===== src/rtl/fft_bfly_pipe.sv =====
// Three-stage radix-2 DIT butterfly: X1 = A + W*B, X2 = A - W*B.
// Define FFT_BFLY_SAT_EN to saturate out-of-range results instead of wrapping.
module fft_bfly_pipe #(
    parameter int DATA_WID = 16,
    parameter int TW_WID   = 16
) (
    input  logic                       clk_i,
    input  logic                       rst_n_i,
    input  logic                       in_valid_i,
    output logic                       in_ready_o,
    input  logic signed [DATA_WID-1:0] a_re_i,
    input  logic signed [DATA_WID-1:0] a_im_i,
    input  logic signed [DATA_WID-1:0] b_re_i,
    input  logic signed [DATA_WID-1:0] b_im_i,
    input  logic signed [TW_WID-1:0]   wn_re_i,
    input  logic signed [TW_WID-1:0]   wn_im_i,
    input  logic                       scale_i,
    output logic                       out_valid_o,
    input  logic                       out_ready_i,
    output logic signed [DATA_WID-1:0] x1_re_o,
    output logic signed [DATA_WID-1:0] x1_im_o,
    output logic signed [DATA_WID-1:0] x2_re_o,
    output logic signed [DATA_WID-1:0] x2_im_o,
    output logic                       ovf_o,
    input  logic                       ovf_clr_i
);

    localparam int PRW = DATA_WID + TW_WID;
    localparam int PW  = PRW + 1;
    localparam int SW  = DATA_WID + 2;

    localparam logic signed [PW-1:0] RND = {{(PW-1){1'b0}}, 1'b1} << (TW_WID-2);
    localparam logic signed [SW-1:0] ONE = {{(SW-1){1'b0}}, 1'b1};

    logic r1_v, r2_v, r3_v;
    logic r1_sc, r2_sc;
    logic signed [DATA_WID-1:0] r1_a_re, r1_a_im, r1_b_re, r1_b_im;
    logic signed [TW_WID-1:0]   r1_w_re, r1_w_im;
    logic signed [DATA_WID-1:0] r2_a_re, r2_a_im;
    logic signed [PRW-1:0]      r2_p_rr, r2_p_ii, r2_p_ri, r2_p_ir;
    logic signed [DATA_WID-1:0] r3_x1_re, r3_x1_im, r3_x2_re, r3_x2_im;
    logic                       r_ovf;

    logic                       w_en;
    logic signed [PW-1:0]       w_full_re, w_full_im;
    logic signed [SW-1:0]       w_wb_re, w_wb_im;
    logic signed [SW-1:0]       w_s1_re, w_s1_im, w_s2_re, w_s2_im;
    logic signed [SW-1:0]       w_v1_re, w_v1_im, w_v2_re, w_v2_im;
    logic                       w_ovf;

    function automatic logic signed [SW-1:0] f_scale(
        input logic signed [SW-1:0] s, input logic sc);
        logic signed [SW-1:0] t;
        t = s + ONE;
        return sc ? (t >>> 1) : s;
    endfunction

    // Out of range when the bits above the DATA_WID sign bit disagree with it.
    function automatic logic f_ovf(input logic signed [SW-1:0] v);
        return !((&v[SW-1:DATA_WID-1]) || !(|v[SW-1:DATA_WID-1]));
    endfunction

    function automatic logic signed [DATA_WID-1:0] f_lim(
        input logic signed [SW-1:0] v);
`ifdef FFT_BFLY_SAT_EN
        if (f_ovf(v))
            return v[SW-1] ? {1'b1, {(DATA_WID-1){1'b0}}}
                           : {1'b0, {(DATA_WID-1){1'b1}}};
        return v[DATA_WID-1:0];
`else
        return v[DATA_WID-1:0];
`endif
    endfunction

    assign w_en        = !r3_v || out_ready_i;
    assign in_ready_o  = w_en;
    assign out_valid_o = r3_v;
    assign x1_re_o     = r3_x1_re;
    assign x1_im_o     = r3_x1_im;
    assign x2_re_o     = r3_x2_re;
    assign x2_im_o     = r3_x2_im;
    assign ovf_o       = r_ovf;

    assign w_full_re = PW'(r2_p_rr) - PW'(r2_p_ii);
    assign w_full_im = PW'(r2_p_ri) + PW'(r2_p_ir);
    assign w_wb_re   = SW'((w_full_re + RND) >>> (TW_WID-1));
    assign w_wb_im   = SW'((w_full_im + RND) >>> (TW_WID-1));
    assign w_s1_re   = SW'(r2_a_re) + w_wb_re;
    assign w_s1_im   = SW'(r2_a_im) + w_wb_im;
    assign w_s2_re   = SW'(r2_a_re) - w_wb_re;
    assign w_s2_im   = SW'(r2_a_im) - w_wb_im;
    assign w_v1_re   = f_scale(w_s1_re, r2_sc);
    assign w_v1_im   = f_scale(w_s1_im, r2_sc);
    assign w_v2_re   = f_scale(w_s2_re, r2_sc);
    assign w_v2_im   = f_scale(w_s2_im, r2_sc);
    assign w_ovf     = f_ovf(w_v1_re) | f_ovf(w_v1_im)
                     | f_ovf(w_v2_re) | f_ovf(w_v2_im);

    // S1: capture operands, twiddle and per-beat scale bit
    always_ff @(posedge clk_i or negedge rst_n_i) begin
        if (!rst_n_i) begin
            r1_v    <= 1'b0;
            r1_sc   <= 1'b0;
            r1_a_re <= '0;
            r1_a_im <= '0;
            r1_b_re <= '0;
            r1_b_im <= '0;
            r1_w_re <= '0;
            r1_w_im <= '0;
        end else if (w_en) begin
            r1_v    <= in_valid_i;
            r1_sc   <= scale_i;
            r1_a_re <= a_re_i;
            r1_a_im <= a_im_i;
            r1_b_re <= b_re_i;
            r1_b_im <= b_im_i;
            r1_w_re <= wn_re_i;
            r1_w_im <= wn_im_i;
        end
    end

    // S2: the four partial products of W*B, A and scale carried along
    always_ff @(posedge clk_i or negedge rst_n_i) begin
        if (!rst_n_i) begin
            r2_v    <= 1'b0;
            r2_sc   <= 1'b0;
            r2_a_re <= '0;
            r2_a_im <= '0;
            r2_p_rr <= '0;
            r2_p_ii <= '0;
            r2_p_ri <= '0;
            r2_p_ir <= '0;
        end else if (w_en) begin
            r2_v    <= r1_v;
            r2_sc   <= r1_sc;
            r2_a_re <= r1_a_re;
            r2_a_im <= r1_a_im;
            r2_p_rr <= PRW'(r1_b_re) * PRW'(r1_w_re);
            r2_p_ii <= PRW'(r1_b_im) * PRW'(r1_w_im);
            r2_p_ri <= PRW'(r1_b_re) * PRW'(r1_w_im);
            r2_p_ir <= PRW'(r1_b_im) * PRW'(r1_w_re);
        end
    end

    // S3: rounded, scaled, range-limited results
    always_ff @(posedge clk_i or negedge rst_n_i) begin
        if (!rst_n_i) begin
            r3_v     <= 1'b0;
            r3_x1_re <= '0;
            r3_x1_im <= '0;
            r3_x2_re <= '0;
            r3_x2_im <= '0;
        end else if (w_en) begin
            r3_v     <= r2_v;
            r3_x1_re <= f_lim(w_v1_re);
            r3_x1_im <= f_lim(w_v1_im);
            r3_x2_re <= f_lim(w_v2_re);
            r3_x2_im <= f_lim(w_v2_im);
        end
    end

    // Sticky overflow; a new event beats a simultaneous clear
    always_ff @(posedge clk_i or negedge rst_n_i) begin
        if (!rst_n_i)
            r_ovf <= 1'b0;
        else if (w_en && r2_v && w_ovf)
            r_ovf <= 1'b1;
        else if (ovf_clr_i)
            r_ovf <= 1'b0;
    end

endmodule


===== config.mk =====
export PLATFORM = sky130hd
export DESIGN_NAME = fft_bfly_pipe
export DESIGN_NICKNAME = d
export VERILOG_FILES = /design/src/rtl/fft_bfly_pipe.sv
export SDC_FILE = /design/constraint.sdc
export NUM_CORES = 2
export LEC_CHECK = 0
export CORE_AREA = 2 2 348 436
export DETAILED_ROUTE_END_ITERATION = 16
export DIE_AREA = 0 0 350 438
export GPL_TIMING_DRIVEN = 0
export SETUP_SLACK_MARGIN = 0.5
export SYNTH_ARGS = -nofsm -noshare
export SYNTH_HDL_FRONTEND = slang
export SYNTH_SLANG_ARGS = --single-unit

===== constraint.sdc =====
create_clock -name clk_i -period 8.2 [get_ports clk_i]
set_input_delay 2.46 -clock clk_i [delete_from_list [all_inputs] [get_ports clk_i]]
set_output_delay 2.46 -clock clk_i [all_outputs]
set_load 0.005 [all_outputs]

Floorplan with the power grid:
Bar = 100 um. Pins as bars on the die edge.
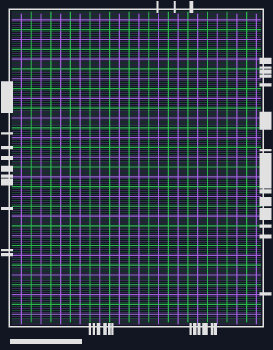
| colour | net |
|---|---|
| green | VDD |
| purple | VSS |
met4 straps: 25
met1 rails: 160

Cells coloured by class:
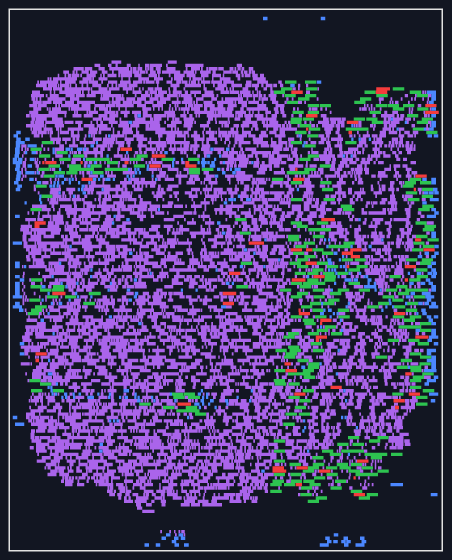
| colour | class | cells | share of their area |
|---|---|---|---|
| green | flops | 326 | 13% |
| red | clock drivers and dummy loads | 76 | 2.3% |
| blue | other buffers and delay cells | 471 | 5.1% |
| purple | combinational and other logic | 6,100 | 80% |

==> run notes <==
Physical design

Traced cell by cell, the critical path runs through clkbuf_1 > nand2_1 > fa_1 > fa_1 > fa_1 > fa_1 > fa_1 > fa_1 > inv_1 > ha_1 > a2111oi_4 > nor3b_2 > o31ai_1 > nand3_1 > a21oi_4 > or4b_2 > a31oi_4 > xnor2_4 > a21oi_1. The worst hold path begins at r2_p_rr[0]. In this run the critical register-to-register path is captured at r2_p_rr[31]. The Yosys step of the flow raised 0 warnings. The H-tree generated during clock tree synthesis spans 2 levels. The global routing usage on met1 stands at 0.334.

On the critical path the largest part of the delay comes from adder cells. The setup slack of the critical path after layout stands at 538 ps. The area taken by flip-flops and latches stands at 8180 um2. The die is 350 um wide. The clock-pin transition on the worst setup and hold timing paths stands at 60 ps.

The final number of max-transition violations stands at 0. The number of OpenROAD warnings stands at 82. Measured on the final layout, the clock distribution area share stands at 0.0221. Per the GRT congestion report, total overflow comes to 0. Note, the detailed placer reported a final HPWL of 172 mm. The biggest cell delay along the critical path stands at 730 ps. The synthesized design spends more area on one cell type than any other, namely sky130_fd_sc_hd__fa_1. Yosys reports a chip area of ~59,000 um2. The final timing report derives a shortest allowable period of ~7700 ps. The number of enable-type register cells in the synthesized netlist stands at 0. The most used flip-flop cell after synthesis is sky130_fd_sc_hd__dfrtp_1. The starting density of the core stands at 0.397. The maximum achievable frequency stands at 131 MHz.

The remaining number of nets flagged by the antenna check after routing stands at 0. The launch point of the worst register-to-register path is recorded as r1_w_re[13].

STA classifies the critical path startpoint as a flop. The average wire per standard cell stands at 22.9 um. The non-clock buffering overhead in the final layout stands at 0.0493. The worst max-slew margin expressed relative to the limit stands at 0.000560. The via count stands at 47.3k. The detailed router reported a total wirelength of 206 mm. TritonCTS built the clock tree. The finished cells cover 65,700 um2. For hold timing, the worst endpoint is r2_p_rr[0]. The cell count after synthesis stands at 6,719. The worst hold path was traced through 2 stages. The layout has 14.8k filler cells. Each instance of the synthesized netlist takes up on average between 8 and 9 um2. The async set-reset flop share out of synthesis stands at 1.00. The final reports fail on capacitance limit. The worst path buffer plus inverter count stands at 2. Looking at the setup timing report, the critical path kind is flop to flop. In the synthesized netlist, the cells that appear most often are sky130_fd_sc_hd__inv_1, sky130_fd_sc_hd__nand2_1, sky130_fd_sc_hd__fa_1. The number of port buffers stands at 168. Per Yosys stat, the portion of area used by sequential elements is 0.138. The number of inserted diodes stands at 12.

The synthesized netlist occupies a cell area of 59,200 um2. The largest net degree at the start of global routing stands at 115. The core footprint stands at 149,000 um2. The area of the die stands at 153,000 um2. The number of nets produced by synthesis stands at 8,409. The post-route utilization of the core is recorded as 0.440.

The global placer's final weighted congestion stands at about 1. Setup repair after global routing could not meet its margin everywhere. The tally of max-capacitance violations stands at 2.

According to the floorplan log, the row count is 159. The worst hold path belongs to the class flop to flop. The number of cells reported by Yosys stat comes to 6,719. Non-clock buffers in the final layout number around 470. Among the stages of the critical path, the cell type that occurs most often is sky130_fd_sc_hd__fa_1. In this run the top signal layer used is met5.

The post-placement cell area is 63,500 um2. The largest buffer count on any clock path stands at 3. In the final timing run, aggregate negative setup slack is 0 ps. The initial antenna violation count stands at 19.

Ranked by total cell area, the synthesized netlist is headed by sky130_fd_sc_hd__fa_1, sky130_fd_sc_hd__dfrtp_1, sky130_fd_sc_hd__ha_1. The number of design rule violations left after detail routing stands at 0. The global router reports that the layer with the highest usage is met2.

Post-route period utilization is reported as 0.934. The total stage count of the critical path stands at 19. For this design, the slowest cell found on the critical path is sky130_fd_sc_hd__clkbuf_1. The register-to-register path setup slack stands at ~540 ps.

The global-route wire length before repair stands at 308 mm. Synthesis inferred 326 register bits. The OpenROAD report gives the critical path a data arrival time of 8170 ps. The final clock skew stands at 36.5 ps. The logic area stands at 45,500 um2. The fraction of synthesized cell area taken by the top area cell type stands at 0.355. Measured in cells, the most critical reg-to-reg path has a length of 19. The fraction of layout cells with a size suffix above 1 stands at 0.0437.

169 I/O pins were placed. The required time of the critical path stands at 8710 ps.

From the final report, the count of setup violators was given as 0. The fraction of area in registers stands at 0.124. The met3 track demand over resource in global routing stands at 0.0537.

The flow ran to the end, but the final reports show violations. The routed length on met3 stands at 15.7 mm. The fraction of cell area in multi-input combinational cells is reported as 0.693. The worst hold slack after final layout stands at 457 ps.

Clock network drawn from the DEF:
Bar = 100 um.
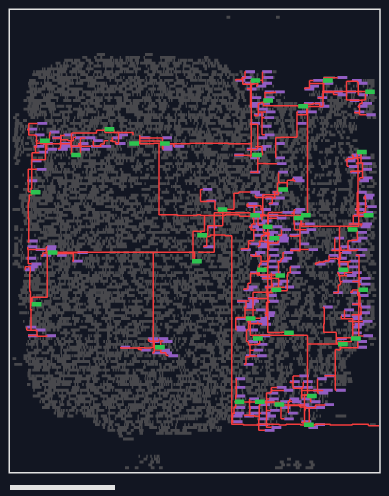
[green] clock drivers | count: 42
[red] clock wires | length: 5,880 um
[purple] flip-flops | count: 326
routed clock nets: 43

Signal wires by layer:
Bar = 100 um.
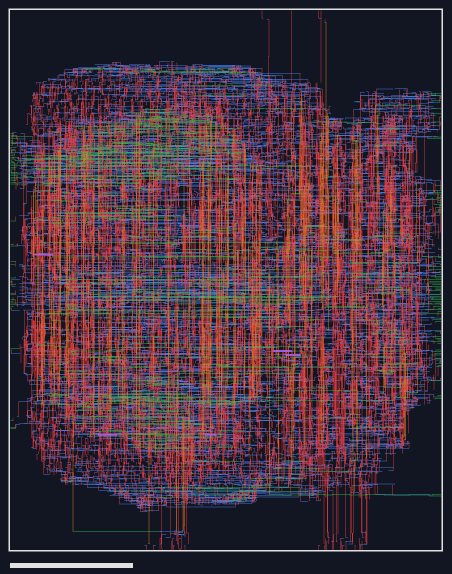
| colour | layer | wire length |
|---|---|---|
| blue | metal 1 | 79.4 mm |
| purple | metal 5 | 60.7 um |
| green | metal 3 | 15,700 um |
| red | metal 2 | 95.5 mm |
| orange | metal 4 | 15,500 um |

-- cell families (layout without fill, tap and decap cells) --
| logic type | Yosys count | after routing | share of synthesized area |
|---|---|---|---|
| DFF | 326 | 326 | 0.138 |
| adders and majority gates | 1588 | 1588 | 0.469 |
| AOI/OAI and AO/OA | 819 | 819 | 0.0885 |
| buffers and inverters | 1565 | 1819 | 0.0992 |
| other | 0 | 12 | 0 |
| muxes | 10 | 10 | 0.00175 |
| xor gates and xnor gates | 233 | 233 | 0.0346 |
| and+or+nand+nor | 2178 | 2178 | 0.170 |
-- what timing repair did --
action,CTS,global route
hold endpoints to repair,0,0
pin swaps,1,10
gates resized,128,231
setup endpoints to repair,37,36
setup buffers,0,6
